[src/rtl/latch_bank_acc.sv]
// Multi-channel latch bank: per-channel load/accumulate/clear on falling save strobes,
// plus a valid/ready sequencer that scans every channel value out in index order.
module latch_bank_acc #(
    parameter int NCH = 2,
    parameter int DW  = 4,
    parameter int CW  = (NCH > 1) ? $clog2(NCH) : 1
) (
    input  logic              clk,
    input  logic              reset_n,
    input  logic [NCH-1:0]    save_n,
    input  logic [DW-1:0]     data_in,
    input  logic [1:0]        mode,
    output logic [NCH*DW-1:0] q,
    output logic [NCH-1:0]    ovf,
    input  logic              dump_start,
    output logic [DW-1:0]     out_data,
    output logic [CW-1:0]     out_ch,
    output logic              out_valid,
    input  logic              out_ready,
    output logic              busy
);

    typedef enum logic {
        IDLE = 1'b0,
        SEND = 1'b1
    } state_t;

    function automatic logic [DW:0] add_ext(input logic [DW-1:0] a, input logic [DW-1:0] b);
        return {1'b0, a} + {1'b0, b};
    endfunction

    function automatic logic [DW-1:0] sat_sum(input logic [DW:0] s);
        return s[DW] ? {DW{1'b1}} : s[DW-1:0];
    endfunction

    logic [DW-1:0]  q_r [NCH];
    logic [DW:0]    sum_w [NCH];
    logic [NCH-1:0] save_hist;
    logic [NCH-1:0] fire;

    state_t         state, state_nxt;
    logic [CW-1:0]  ch_nxt;
    logic [DW-1:0]  data_nxt;

    // A channel fires only on the 1->0 transition of its strobe
    assign fire = save_hist & ~save_n;

    always_comb begin
        for (int i = 0; i < NCH; i++) begin
            sum_w[i] = add_ext(q_r[i], data_in);
        end
    end

    for (genvar g = 0; g < NCH; g++) begin : g_pack
        assign q[g*DW +: DW] = q_r[g];
    end

    always_ff @(posedge clk or negedge reset_n) begin
        if (!reset_n) begin
            for (int i = 0; i < NCH; i++) begin
                q_r[i] <= '0;
            end
            ovf       <= '0;
            save_hist <= '1;
        end else begin
            save_hist <= save_n;
            for (int i = 0; i < NCH; i++) begin
                if (fire[i]) begin
                    case (mode)
                        2'b00: begin
                            q_r[i] <= data_in;
                            ovf[i] <= 1'b0;
                        end
                        2'b01: begin
                            q_r[i] <= sum_w[i][DW-1:0];
                            if (sum_w[i][DW]) ovf[i] <= 1'b1;
                        end
                        2'b10: begin
                            q_r[i] <= sat_sum(sum_w[i]);
                            if (sum_w[i][DW]) ovf[i] <= 1'b1;
                        end
                        default: begin
                            q_r[i] <= '0;
                            ovf[i] <= 1'b0;
                        end
                    endcase
                end
            end
        end
    end

    // Readout sequencer: words are snapshots of q taken when they are loaded,
    // so later saves never disturb a word already on the stream
    always_comb begin
        state_nxt = state;
        ch_nxt    = out_ch;
        data_nxt  = out_data;
        case (state)
            IDLE: begin
                if (dump_start) begin
                    state_nxt = SEND;
                    ch_nxt    = '0;
                    data_nxt  = q_r[0];
                end
            end
            SEND: begin
                if (out_ready) begin
                    if (out_ch == CW'(NCH - 1)) begin
                        state_nxt = IDLE;
                    end else begin
                        ch_nxt   = out_ch + CW'(1);
                        data_nxt = q_r[ch_nxt];
                    end
                end
            end
            default: state_nxt = IDLE;
        endcase
    end

    always_ff @(posedge clk or negedge reset_n) begin
        if (!reset_n) begin
            state    <= IDLE;
            out_ch   <= '0;
            out_data <= '0;
        end else begin
            state    <= state_nxt;
            out_ch   <= ch_nxt;
            out_data <= data_nxt;
        end
    end

    assign out_valid = (state == SEND);
    assign busy      = (state == SEND);

endmodule

[config.mk]
export PLATFORM = sky130hd
export DESIGN_NAME = latch_bank_acc
export DESIGN_NICKNAME = d
export VERILOG_FILES = /design/src/rtl/latch_bank_acc.sv
export SDC_FILE = /design/constraint.sdc
export NUM_CORES = 1
export LEC_CHECK = 0
export ABC_CLOCK_PERIOD_IN_PS = 2300
export CAP_MARGIN = 0
export CORE_AREA = 2 2 72 74
export DETAILED_ROUTE_END_ITERATION = 8
export DIE_AREA = 0 0 74 76
export SYNTH_ARGS = -nofsm -noshare
export SYNTH_HDL_FRONTEND = slang
export SYNTH_SLANG_ARGS = --single-unit
[constraint.sdc]
create_clock -name clk -period 2.3 [get_ports clk]
set_input_delay 0.23 -clock clk [delete_from_list [all_inputs] [get_ports clk]]
set_output_delay 0.23 -clock clk [all_outputs]
set_load 0.005 [all_outputs]
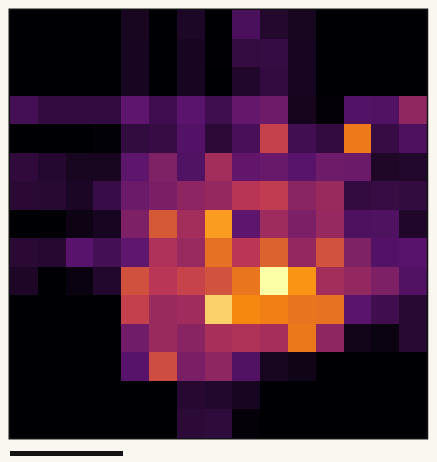
Fig. 1. Wire density map (run 1).
Scale bar: 20 um. 15 x 15 tiles, from black (low) to pale yellow (high), scaled to the fullest tile. Values are wire area over tile area, all layers added.
fullest tile = 0.42
tiles over half the peak = 9.8%
nearly empty tiles = 35%
densest ninth of the die = centre
total global-route track usage: 10.61%
Wirelength per Cell: 12.91 um
total number of vias: 1009
WL final: 2775 um

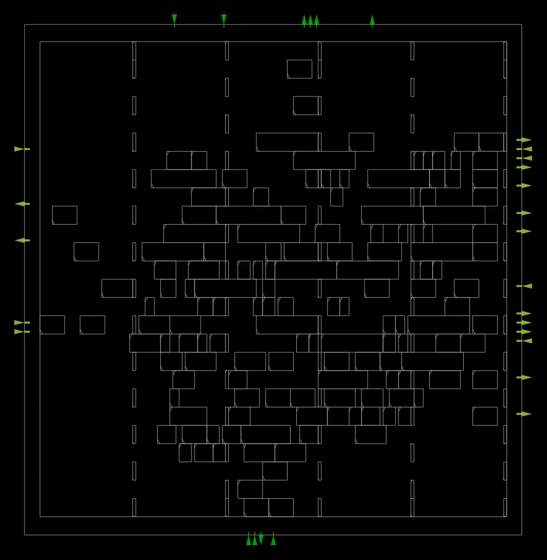
Fig. 2. Cell placement (run 1).
flop share of the area: 28.62%
final core occ: 32.22%
row cnt: 26

==> impl_metrics.json, run 1 <==
{
  "synth.avg_cell_area_um2": 10.10,
  "critical_path_required_ns": 2.44,
  "synth_top_cell_by_count": "dfrtp_1",
  "tightest_slew_ns": 0.7698,
  "min_period_over_period_pct": 91.39,
  "max_stage_delay_ns": 0.47,
  "whs_ns": 0.3989,
  "clock_path_buffers": 2,
  "antennaDiodeCount": 0,
  "intPower_w": 0.0008789,
  "grt_start_max_net_pins": 19,
  "maxCapViolCount": 0,
  "path_cells": "clkdlybuf4s50_1 > ha_1 > fa_1 > a211o_1 > a221o_1 > a32oi_1 > o21ai_0",
  "synth_async_sr_flop_share_pct": 100.0,
  "yosys.cell_types.count": 31,
  "drv_slew": 0,
  "power_per_cell_area_nw_per_um2": 827.0,
  "postRouteAntennaNets": 0,
  "ys_cells": 115,
  "fmax_mhz": 475.7,
  "areaGrowthSynthToFinish_pct": 36.31,
  "adder_share_pct": 16.38,
  "vdd_drop_max_mv": 0.3219,
  "place.gp.congestion": 0.8006,
  "status": "complete, no violations",
  "synthSimpleGateAreaFrac_pct": 11.42,
  "cp_max_fo": 4,
  "power.leakage_nw": 0.6991,
  "die_w_um": 74,
  "synth-xor-area-share_pct": 1.509,
  "syn_nets": 141,
  "ys_seq_share_pct": 39.01,
  "drtIter0Drc": 95,
  "top_logic_kind": "AND-OR/OR-AND gates",
  "enable_flop_cells": 0,
  "fillers": 516,
  "syn_area_um2": 1161,
  "path_delay_family": "AND-OR/OR-AND gates",
  "antenna_found_initial": 0,
  "cts_buffers": 3,
  "drive_above_1_share_pct": 10.34,
  "hold_path_class": "in2reg",
  "via_per_inst": 4.693,
  "cts_setup_buffers": 0,
  "warnings": 29,
  "tns_ns": 0,
  "p_comb_share_pct": 43.1,
  "synthTopCellsByArea": "dfrtp_1 (34%), ha_1 (13%), a222oi_1 (5.2%)",
  "switchingPower_w": 0.0004301,
  "timing_worst_setup_path_type": "in2reg",
  "seqPwrFrac_pct": 37.3,
  "cts_sinks": 18,
  "crit_path_end_kind": "flop",
  "ys_area_um2": 1161,
  "drc": 0,
  "dieHeight_um": 76,
  "swShare_pct": 32.86,
  "grt_pass1_vias": 970,
  "compound_area_share_pct": 24.57,
  "h-tree-depth": 1,
  "yosysWarnings": 0,
  "hold_violations": 0,
  "ctsHoldBuffers": 0,
  "tritoncts": "yes",
  "arrival_ns": 2.24,
  "p_clk_share_pct": 19.5,
  "largest_reg_flops": 8,
  "clock_latency_ns": 0.25,
  "fin_crit_ns": 2.102,
  "rsz0062_at_grt": "no",
  "syn_inst": 115,
  "cts_root_buf": "clkbuf_8"
}
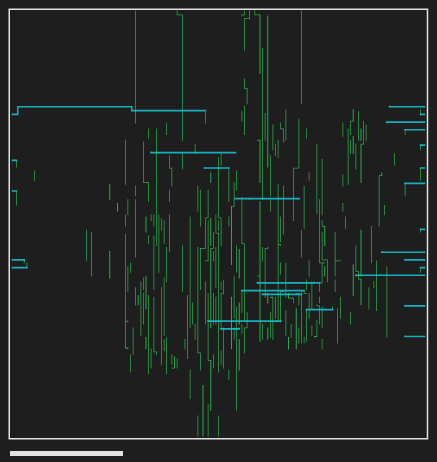
Fig. 3. Signal wires by layer (run 1).
Scale bar: 20 um. Two of the layers only.
cyan -> M3  # wire length 176 um
green -> M2  # wire length 1290 um

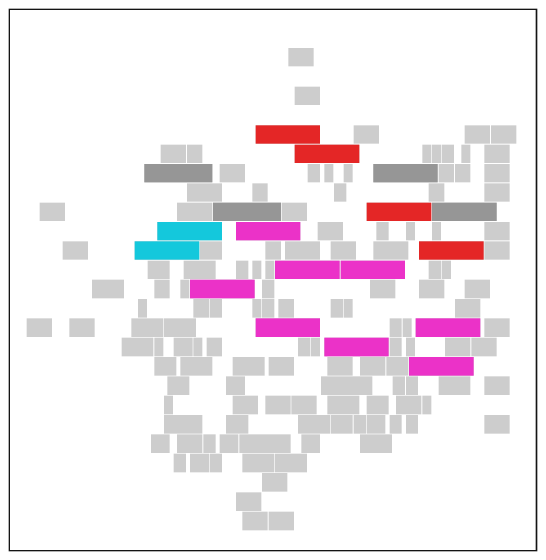
Fig. 4. Sequential cells grouped by signal name (run 1).
Other sequential cells in the stronger grey, the rest of the logic in the fainter grey.
red -> out_data  # placed flops 4
magenta -> q  # placed flops 8
cyan -> ovf  # placed flops 2
FF+latch area: 452.9 um2
Seq group: 0.000489 W

## run 1: stage by stage
step                setup WS, ns  cell area [um2]  total power [W]  std cells
floorplan                 0.3742             1161        0.0007803        115
global placement        -0.03177             1528         0.001064        211
detailed placement      -0.05094             1528         0.001067        211
CTS                       0.2173             1583         0.001329        215
global route              0.1003             1583         0.001411        215
finish                    0.1980             1583         0.001309        215
## run 1: cell type report
cell class	instances	area, um2	area share (%)
clock buffers	4	55.05	3.478
inverters	5	18.77	1.186
multi-input cells	87	665.6	42.06
flip-flops and latches	18	452.9	28.62
well taps	70	87.58	5.534
repair buffers	31	302.8	19.13
## run 1: layer usage
metal | GRT usage (%) | vias to the layer above | routed length (um)
met3 | 3.704 | 4 | 175
met2 | 16.34 | 34 | 1294
li1 | - | 493 | -
met5 | 0 | - | 0
met4 | 1.636 | 0 | 18
met1 | 14.56 | 478 | 1286
## run 1: final timing paths
check                           slack [ns]           end         from  cells past startpoint
max in group asynchronous             1.39        ovf[0]      reset_n                      1
worst max register to register        0.24          q[7]         q[4]                      6
worst max-delay path                  0.20          q[7]   data_in[0]                      7
min in group asynchronous             0.42          q[5]      reset_n                      1
worst min-delay path                  0.40  save_hist[0]    save_n[0]                      1
worst min register to register        0.48   out_data[3]  out_data[3]                      2
## run 1: kinds of logic after synthesis
| kind of cell | Yosys count |
|---|---|
| mux | 4 |
| compound gates | 39 |
| flops | 18 |
| fa+ha+maj | 14 |
| buf+inv | 10 |
| simple gates | 28 |
| xor+xnor | 2 |
## run 1: cell usage in the layout, fill, tap and decap left out, types with 4 or more instances in the layout
cell and n:
clkdlybuf4s50_1 28, dfrtp_1 16, nand2_1 13, ha_1 12, o21ai_0 11, a21oi_1 7
a222oi_1 6, inv_1 5, mux2i_1 4, clkbuf_8 4
==> run 2: changes to the inputs <==
--- a/config.mk
+++ b/config.mk
@@ -10,6 +10,8 @@
 export CORE_AREA = 2 2 72 74
 export DETAILED_ROUTE_END_ITERATION = 8
 export DIE_AREA = 0 0 74 76
+export REMOVE_ABC_BUFFERS = 1
+export SETUP_SLACK_MARGIN = 0.4
 export SYNTH_ARGS = -nofsm -noshare
 export SYNTH_HDL_FRONTEND = slang
 export SYNTH_SLANG_ARGS = --single-unit
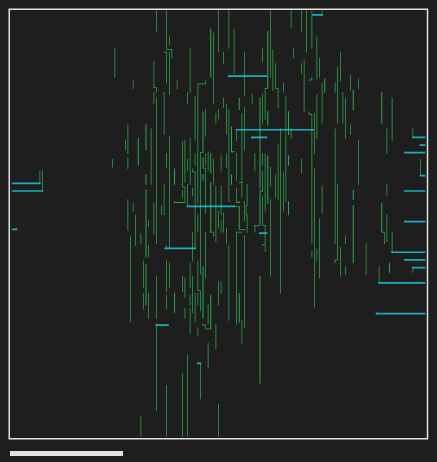
Fig. 5. Signal wires by layer (run 2).
Scale bar: 20 um. Two of the layers only.
cyan -> M3  # wire length 93.6 um
green -> M2  # wire length 1310 um

==> impl_metrics.json, run 2 <==
{
  "rr_endpoint": "q[3]",
  "top_layer": "met4",
  "switchingPower_w": 0.0004410,
  "min_period_over_period_pct": 81.21,
  "dieHeight_um": 76,
  "synthTopCellsByArea": "dfrtp_1 (34%), ha_1 (13%), a222oi_1 (5.2%)",
  "seqPwrFrac_pct": 36.5,
  "ys_cells": 115,
  "rsz0062_at_grt": "yes",
  "syn_area_um2": 1161,
  "power.total_w": 0.001335,
  "final_util_pct": 34.36,
  "max_stage_delay_ns": 0.43,
  "grt-busiest-layer": "met2",
  "swShare_pct": 33.04,
  "route.met2.wl_um": 1314,
  "grt_use_met3_pct": 1.852,
  "ys_area_um2": 1161,
  "design_area_um2": 1688,
  "maxCapViolCount": 0,
  "cts_root_buf": "clkbuf_8",
  "place_inst": 216,
  "reg2reg_from": "q[0]",
  "h-tree-depth": 1,
  "cts_buffers": 3,
  "pre_cts_ws_ns": 0.003797,
  "finalWirelength_um": 2806,
  "tns_ns": 0,
  "whs_ns": 0.3013,
  "cp_max_fo": 4,
  "antennaDiodeCount": 0,
  "timing_worst_setup_path_type": "reg2reg",
  "fin_crit_ns": 1.868,
  "seq-power_w": 0.000488,
  "worstRegToRegCells": 6,
  "power_per_cell_area_nw_per_um2": 790.8,
  "vdd_drop_max_mv": 0.2598,
  "grt_use_total_pct": 10.62,
  "warnings": 29,
  "fmax_mhz": 535.4,
  "post_dp_cell_area_um2": 1565,
  "largest_reg_flops": 8,
  "place.gp.congestion": 0.8220,
  "route.met3.wl_um": 93,
  "clock_latency_ns": 0.26,
  "p_comb_share_pct": 46.4,
  "layout_top_cells": "clkdlybuf4s50_1 (25), dfrtp_1 (16), nand2_1 (13), buf_4 (11), o21ai_0 (9)",
  "hold_violations": 0,
  "grtUsageMet1_pct": 13.12,
  "status": "complete, no violations",
  "drtIter0Drc": 63,
  "cts_sinks": 18,
  "post_layout_nonfiller_instances": 223,
  "drv_slew": 0
}
run 2: cell types whose count changed in the layout (fill, tap and decap cells not counted), sizes merged:
| cell | delta |
|---|---|
| buf | +8 |
| dlymetal6s2s | +1 |
| clkdlybuf4s50 | -3 |
| dlygate4sd2 | +2 |
run 2: how the worst max path moves through the flow:
stage | from | to | slack, ns | cells after the start
global route | q[4] | q[7] | 0.37 | 6
CTS | q[0] | q[3] | 0.42 | 6
global placement | data_in[0] | q[7] | 0.02 | 7
floorplan | q[4] | q[7] | 0.37 | 6
finish | q[0] | q[3] | 0.43 | 6
detailed placement | data_in[0] | q[7] | 0.004 | 7
run 2: cell families (layout without fill, tap and decap cells):
kind of cell	count (synthesis)	count (layout)	synth area share (%)
simple gates	28	28	11.42
mux	4	4	3.448
xor+xnor	2	2	1.509
buf+inv	10	48	3.664
flops	18	18	39.01
fa+ha+maj	14	14	16.38
compound gates	39	39	24.57
run 2: final cells by class:
| cell class | count | area [um2] |
|---|---|---|
| Timing Repair Buffer | 39 | 362.8 |
| Fill cell | 503 | 3224 |
| Tap cell | 70 | 87.58 |
| Multi-Input combinational cell | 87 | 720.7 |
| Sequential cell | 18 | 452.9 |
| Inverter | 5 | 18.77 |
| Clock buffer | 4 | 45.04 |
run 2: what timing repair did:
item                                    4_1_cts  5_1_grt
gates resized                                 6        9
endpoints found under the setup margin        6        8
buffers inserted                              1        2
pin swaps                                     0        4
hold endpoints to repair                      0        0
run 2: critical path, delay by kind of cell (launching register included):
| family | cells | cell delay (ns) |
|---|---|---|
| AND-OR/OR-AND | 3 | 0.61 |
| flip-flops | 1 | 0.43 |
| AND/OR/NAND/NOR | 1 | 0.15 |
| adder cells (fa/ha/maj) | 2 | 0.57 |
==> run 3: changes to the inputs <==
--- a/config.mk
+++ b/config.mk
@@ -5,7 +5,7 @@
 export SDC_FILE = /design/constraint.sdc
 export NUM_CORES = 1
 export LEC_CHECK = 0
-export ABC_CLOCK_PERIOD_IN_PS = 2300
+export ABC_CLOCK_PERIOD_IN_PS = 1640
 export CAP_MARGIN = 0
 export CORE_AREA = 2 2 72 74
 export DETAILED_ROUTE_END_ITERATION = 8
==> constraint.sdc (replaced) <==
create_clock -name clk -period 1.64 [get_ports clk]
set_input_delay 0.164 -clock clk [delete_from_list [all_inputs] [get_ports clk]]
set_output_delay 0.164 -clock clk [all_outputs]
set_load 0.005 [all_outputs]
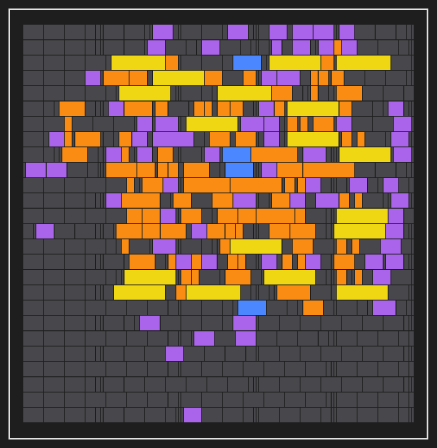
Fig. 6. Placement by cell class (run 3).
Fill, decap, tap and diode cells in grey.
blue -> clock drivers and dummy loads  # cells 4
purple -> remaining buffers and delay cells  # cells 67
orange -> remaining logic cells  # cells 92
yellow -> sequential cells  # cells 18

==> impl_metrics.json, run 3 <==
{
  "post_layout_nonfiller_instances": 251,
  "design_area_um2": 1958,
  "whs_ns": 0.2348,
  "arrival_ns": 2.02,
  "tns_ns": -1.442,
  "ys_seq_share_pct": 39.01,
  "core_um2": 4912,
  "reg2reg_from": "q[4]",
  "cts_sinks": 18,
  "setup_slack_ns": -0.2352,
  "warnings": 30,
  "status": "finished with violations",
  "power_per_cell_area_nw_per_um2": 1081,
  "cp_max_fo": 4,
  "drc": 0,
  "overflow": 0,
  "swShare_pct": 34.08,
  "max_stage_delay_ns": 0.41,
  "timing_worst_setup_path_type": "reg2reg",
  "hold_violations": 0,
  "io_buffers": 28,
  "rr_endpoint": "q[5]",
  "drtIter0Drc": 98,
  "cts_root_buf": "clkbuf_8",
  "dieHeight_um": 76,
  "min_period_over_period_pct": 114.3,
  "ys_cells": 115,
  "areaGrowthSynthToFinish_pct": 68.64,
  "place.gp.congestion": 0.8196,
  "finalWirelength_um": 3389,
  "h-tree-depth": 1,
  "drv_slew": 0,
  "fmax_mhz": 533.3,
  "maxCapViolCount": 0,
  "ys_area_um2": 1161,
  "layout_top_cells": "buf_4 (30), dlygate4sd2_1 (16), dfrtp_1 (14), nand2_1 (12), ha_1 (10)",
  "syn_area_um2": 1161,
  "power.total_w": 0.002116,
  "post_dp_cell_area_um2": 1735,
  "cts_buffers": 3,
  "switchingPower_w": 0.0007212,
  "vdd_drop_max_mv": 0.3836,
  "clock_skew_ns": 0.002530,
  "worstRegToRegCells": 7,
  "yosys.cell_types.count": 31,
  "path_delay_family": "AND-OR/OR-AND gates",
  "grt_use_total_pct": 13.10,
  "clock_path_buffers": 2,
  "place_inst": 237,
  "fin_crit_ns": 1.875,
  "routed-via-count": 1135,
  "p_comb_share_pct": 51.2,
  "antennaDiodeCount": 0,
  "seq-power_w": 0.000652,
  "largest_reg_flops": 8,
  "crit_path_end_kind": "flop",
  "critPathBufInv": 1,
  "final_util_pct": 39.86,
  "fillers": 489,
  "seqPwrFrac_pct": 30.8,
  "clock_latency_ns": 0.26,
  "p_comb_w": 0.00108,
  "violations": "setup timing",
  "rsz0062_at_grt": "yes",
  "synthTopCellsByArea": "dfrtp_1 (34%), ha_1 (13%), a222oi_1 (5.2%)",
  "pre_cts_ws_ns": -0.6170,
  "setup_violations": 10
}
-- run 3: cell counts after synthesis --
No cell type changed its count.
-- run 3: layout make-up --
type	instances	area (um2)	share of cell area, %
timing repair buffer	67	591.8	30.22
clock buffer	4	55.05	2.811
inverter	5	18.77	0.9585
tap	70	87.58	4.473
sequential	18	455.4	23.26
multi-input combinational	87	749.5	38.27
-- run 3: logic make-up after synthesis --
family	share of synthesized area, %
DFF	39.01
adders and majority gates	16.38
and+or+nand+nor	11.42
buffers and inverters	3.664
muxes	3.448
AOI/OAI and AO/OA	24.57
xor gates and xnor gates	1.509
-- run 3: per-layer routing --
layer	GRT usage (%)	vias to the layer above	wire length, um
met4	5.636	0	71
met1	16.82	533	1467
met3	1.587	5	129
met5	0	-	0
li1	-	566	-
met2	21.70	31	1720
-- run 3: worst max-delay path by stage --
stage                    start  endpoint  slack (ns)  depth (start not counted)
global route              q[4]      q[5]       -0.32                          7
finish                    q[4]      q[5]       -0.24                          7
global placement    data_in[0]      q[7]       -0.57                          7
detailed placement  data_in[0]      q[7]       -0.62                          7
floorplan                 q[4]      q[7]       -0.29                          6
CTS                       q[4]      q[7]       -0.22                          6
-- run 3: repair_timing --
action                                  in CTS  in global routing
gates resized                               43                 18
buffers inserted                             7                  3
pin swaps                                   12                 11
endpoints found under the setup margin      31                 20
-- run 3: worst reg2reg max path, cell delays in order (launching register included) --
cell and delay [ns]:
dfrtp_1 0.41, ha_4 0.17, fa_2 0.35, buf_6 0.14, a21oi_4 0.14, o21bai_4 0.09
a222oi_1 0.37, o21ai_1 0.10
Power and IR drop assume default switching activity.
